**config.mk**
```make
export PLATFORM = sky130hd
export DESIGN_NAME = decoder_strobe
export DESIGN_NICKNAME = d
export VERILOG_FILES = /design/src/rtl/decoder_pkg.sv /design/src/rtl/decoder_strobe_onehot_dec.sv /design/src/rtl/decoder_strobe.sv
export SDC_FILE = /design/constraint.sdc
export NUM_CORES = 1
export LEC_CHECK = 0
export CAP_MARGIN = 0
export CORE_MARGIN = 2
export CORE_UTILIZATION = 35
export DETAILED_ROUTE_END_ITERATION = 8
export GPL_TIMING_DRIVEN = 0
export PLACE_DENSITY = 0.66
export SLEW_MARGIN = 25
export SYNTH_ARGS = -nofsm -noshare
export SYNTH_HDL_FRONTEND = slang
export SYNTH_HIERARCHICAL = 1
export SYNTH_SLANG_ARGS = --single-unit
```
**constraint.sdc**
```tcl
create_clock -name clk -period 4.3 [get_ports clk]
set_input_delay 0.645 -clock clk [delete_from_list [all_inputs] [get_ports clk]]
set_output_delay 0.645 -clock clk [all_outputs]
set_load 0.01 [all_outputs]
```
**src/rtl/decoder_pkg.sv**
```systemverilog
// Shared types and helpers for the strobed binary-to-one-hot decoder.
package decoder_pkg;

  typedef logic [0:0] state_t;

  localparam state_t IDLE   = 1'b0;
  localparam state_t STROBE = 1'b1;

  localparam int MAX_IN_W = 5;

  function automatic logic [31:0] onehot(input logic [MAX_IN_W-1:0] code);
    return 32'd1 << code;
  endfunction

endpackage

```
**src/rtl/decoder_strobe_onehot_dec.sv**
```systemverilog
// Combinational IN_W-to-2**IN_W decoder with enable; all-zero when disabled.
import decoder_pkg::*;

module onehot_dec #(
  parameter int IN_W = 2
) (
  input  logic                 en,
  input  logic [IN_W-1:0]      code,
  output logic [2**IN_W-1:0]   dec
);

  localparam int OUT_W = 2**IN_W;

  assign dec = en ? OUT_W'(onehot(MAX_IN_W'(code))) : '0;

endmodule

```
**src/rtl/decoder_strobe.sv**
```systemverilog
// Accepts a code over valid/ready and drives one registered one-hot line
// for PULSE_LEN cycles, with an idle cycle between consecutive strobes.
import decoder_pkg::*;

module decoder_strobe #(
  parameter int IN_W      = 2,
  parameter int PULSE_LEN = 4
) (
  input  logic                clk,
  input  logic                rst_n,
  input  logic                en,
  input  logic                in_valid,
  output logic                in_ready,
  input  logic [IN_W-1:0]     in_code,
  output logic [2**IN_W-1:0]  out_onehot,
  output logic                out_active,
  output logic                done,
  output logic [IN_W-1:0]     last_code
);

  localparam int OUT_W = 2**IN_W;
  localparam int CNT_W = $clog2(PULSE_LEN + 1);

  state_t             state;
  logic [CNT_W-1:0]   cnt;
  logic [OUT_W-1:0]   dec;
  logic               fire;

  assign in_ready = en && (state == IDLE);
  assign fire     = in_valid && in_ready;

  onehot_dec #(.IN_W(IN_W)) u_dec (
    .en   (fire),
    .code (in_code),
    .dec  (dec)
  );

  // NOTE: every control and output flop is async-cleared so an asserted
  // rst_n drops the strobe immediately, without waiting for a clock edge.
  always_ff @(posedge clk or negedge rst_n) begin
    if (!rst_n) begin
      state      <= IDLE;
      cnt        <= '0;
      out_onehot <= '0;
      out_active <= 1'b0;
      done       <= 1'b0;
      last_code  <= '0;
    end else begin
      // NOTE: non-blocking assignments throughout, so every branch reads the
      // pre-edge values of state and cnt regardless of statement order.
      done <= 1'b0;
      case (state)
        IDLE: begin
          if (fire) begin
            state      <= STROBE;
            cnt        <= CNT_W'(PULSE_LEN - 1);
            out_onehot <= dec;
            out_active <= 1'b1;
            last_code  <= in_code;
            done       <= (PULSE_LEN == 1);
          end
        end
        STROBE: begin
          if (!en || cnt == '0) begin
            state      <= IDLE;
            out_onehot <= '0;
            out_active <= 1'b0;
          end else begin
            cnt  <= cnt - CNT_W'(1);
            // done is registered, so raise it one edge ahead of the last cycle
            done <= (cnt == CNT_W'(1));
          end
        end
        default: state <= IDLE;
      endcase
    end
  end

endmodule

```
==> Changelog: implementation <==
### Implementation results

- Rows: 15
- Comb pwr: 0.0000783 W
- Status: finished, final reports clean
- Hold Startpoint: cnt[1]$_DFFE_PN0P_
- WHS Endpoint: cnt[1]$_DFFE_PN0P_
- Clock Sinks: 12
- CP Max Fanout: 7
- Total nets after synthesis: 63
- Crit-path cells: clkdlybuf4s50_1, and2b_1, clkdlybuf4s50_1
- Pre-antenna DRT Iters: 2
- Post-synth seq share: 48.48%
- Crit end category: output port
- Clock latency on the worst-skew pair: 0.26 ns
- Port buffer count: 14
- Antenna-violating nets left: 0
- # setup viols final: 0
- Cell family with most CP delay: buffers and inverters
- Mapped Area: 619.3 um2
- Area Overhead vs Synth: 29.70%
- GRT Util Overall: 11.17%
- Maximum vdd drop: 0.0001833 V
- Clock Power Share: 23.1%
- Worst Hold Class: flop to flop
- Number of global-route vias before repair: 420
- Vias/cell: 5.045
- Max power group: sequential cells
- Clk_skew: 0.001551 ns
- # DRC: 0
- Slowest cell delay on critical path: 0.58 ns
- Reg power frac: 49.4%
- Reg-to-Reg Start: cnt[0]$_DFFE_PN0P_
- Biggest area cells: dfrtp_1 (48%), mux2i_1 (6.5%), ha_1 (6.1%)
- Synth cell types: 21
- Dominant logic cell type in the layout: clkdlybuf4s50_1
- Syn Inst Count: 54
-- sequential cells by signal, indices dropped and copies added (netlist names) --
| register | count |
|---|---|
| done | 1 |
| out_active | 1 |
| cnt | 3 |
| last_code | 2 |
| out_onehot | 4 |
| state | 1 |
-- through the flow --
step / area, um2 / hold slack, ns / power [W] / setup WS [ns]
floorplan: 619.3 / 0.3494 / 0.0001891 / 2.766
global placement: 780.7 / 0.4914 / 0.0002198 / 1.725
detailed placement: 780.7 / 0.4984 / 0.0002221 / 1.727
CTS: 803.3 / 0.5143 / 0.0002900 / 1.724
global route: 803.3 / 0.5281 / 0.0003024 / 1.683
finish: 803.3 / 0.5108 / 0.0002854 / 1.724
-- synthesized netlist by cell type (all sizes together) --
cell / n
dfrtp: 12
mux2: 4
and3b: 2
o2bb2ai: 4
o22ai: 1
nor3b: 1
a21oi: 2
nand2: 7
o21ai: 1
nor2b: 2
and2b: 1
a31o: 1
ha: 3
mux2i: 4
buf: 1
nor2: 3
and3: 1
inv: 3
a22o: 1
-- kinds of logic after synthesis --
family | count (synthesis) | synth area share [%]
AND-OR/OR-AND | 10 | 12.52
buffers and inverters | 4 | 2.625
AND/OR/NAND/NOR | 17 | 15.35
adder cells (fa/ha/maj) | 3 | 6.061
flip-flops | 12 | 48.49
multiplexers | 8 | 14.95
-- per-layer routing --
layer  global-route usage [%]  part of all wire (%)  wire length, um  vias up
li1                         -                     -                -      224
met1                    13.41                    50              526      209
met2                    17.22                    44              465        9
met3                    1.176                   3.5               37        2
met4                    10.29                   1.6               17        0
met5                        0                     0                0        -
-- cell type report --
class	count	area, um2
inverters	3	11.26
repair buffers	14	140.1
clock buffers	3	22.52
fillers	160	885.9
well taps	17	21.27
plain buffers	1	5.005
multi-input cells	38	302.8
flip-flops and latches	12	300.3
**Layout detail**

Region (11, 11) to (36, 36) um. Cells in gray, sequential cells in the stronger gray; small squares are vias.
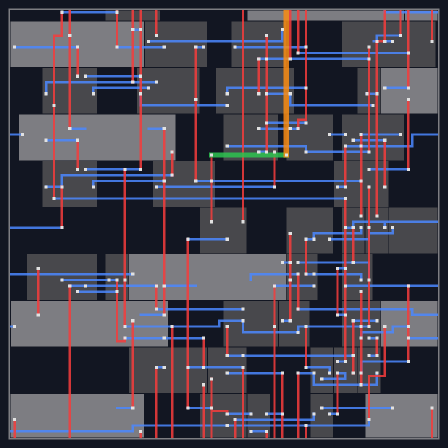
- metal 2: red
- metal 3: green
- metal 4: orange
- metal 1: blue
- sequential cells in the window: 5
- cells with their middle in the window: 38
- most frequent: nand2_1 (5), dfrtp_1 (5), mux2i_1 (4)
- netlist names of flops here include: cnt (2), out_onehot (2)

**Sequential cells grouped by signal name**

Drawn at 8 px/um. Other sequential cells in the stronger gray, the rest of the logic in the fainter gray.
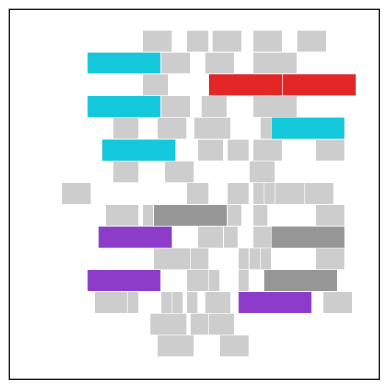
- cnt: purple (sequential cells 3)
- out_onehot: cyan (sequential cells 4)
- last_code: red (sequential cells 2)
- not colored: 3
Finished Core Util: 47.56%
FF+latch area: 300.3 um2

**The metal 2 layer**

Drawn at 8 px/um.
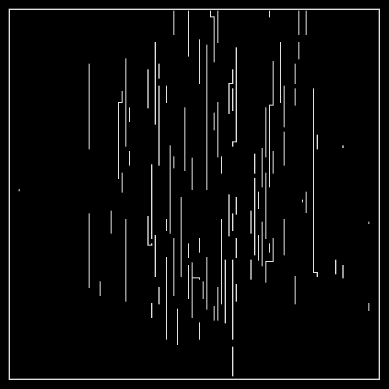
- wire length on this layer: 465 um
- main direction: vertical
- longest straight run: 23.0 um
- share of all routed wire: 44%
- nets with wire on the layer: 66
Total Wirelength: 1.046 mm
met2 usage in global routing: 17.22%
Vias: 444

Power figures rest on the tool's default switching activity, not on a simulated workload.
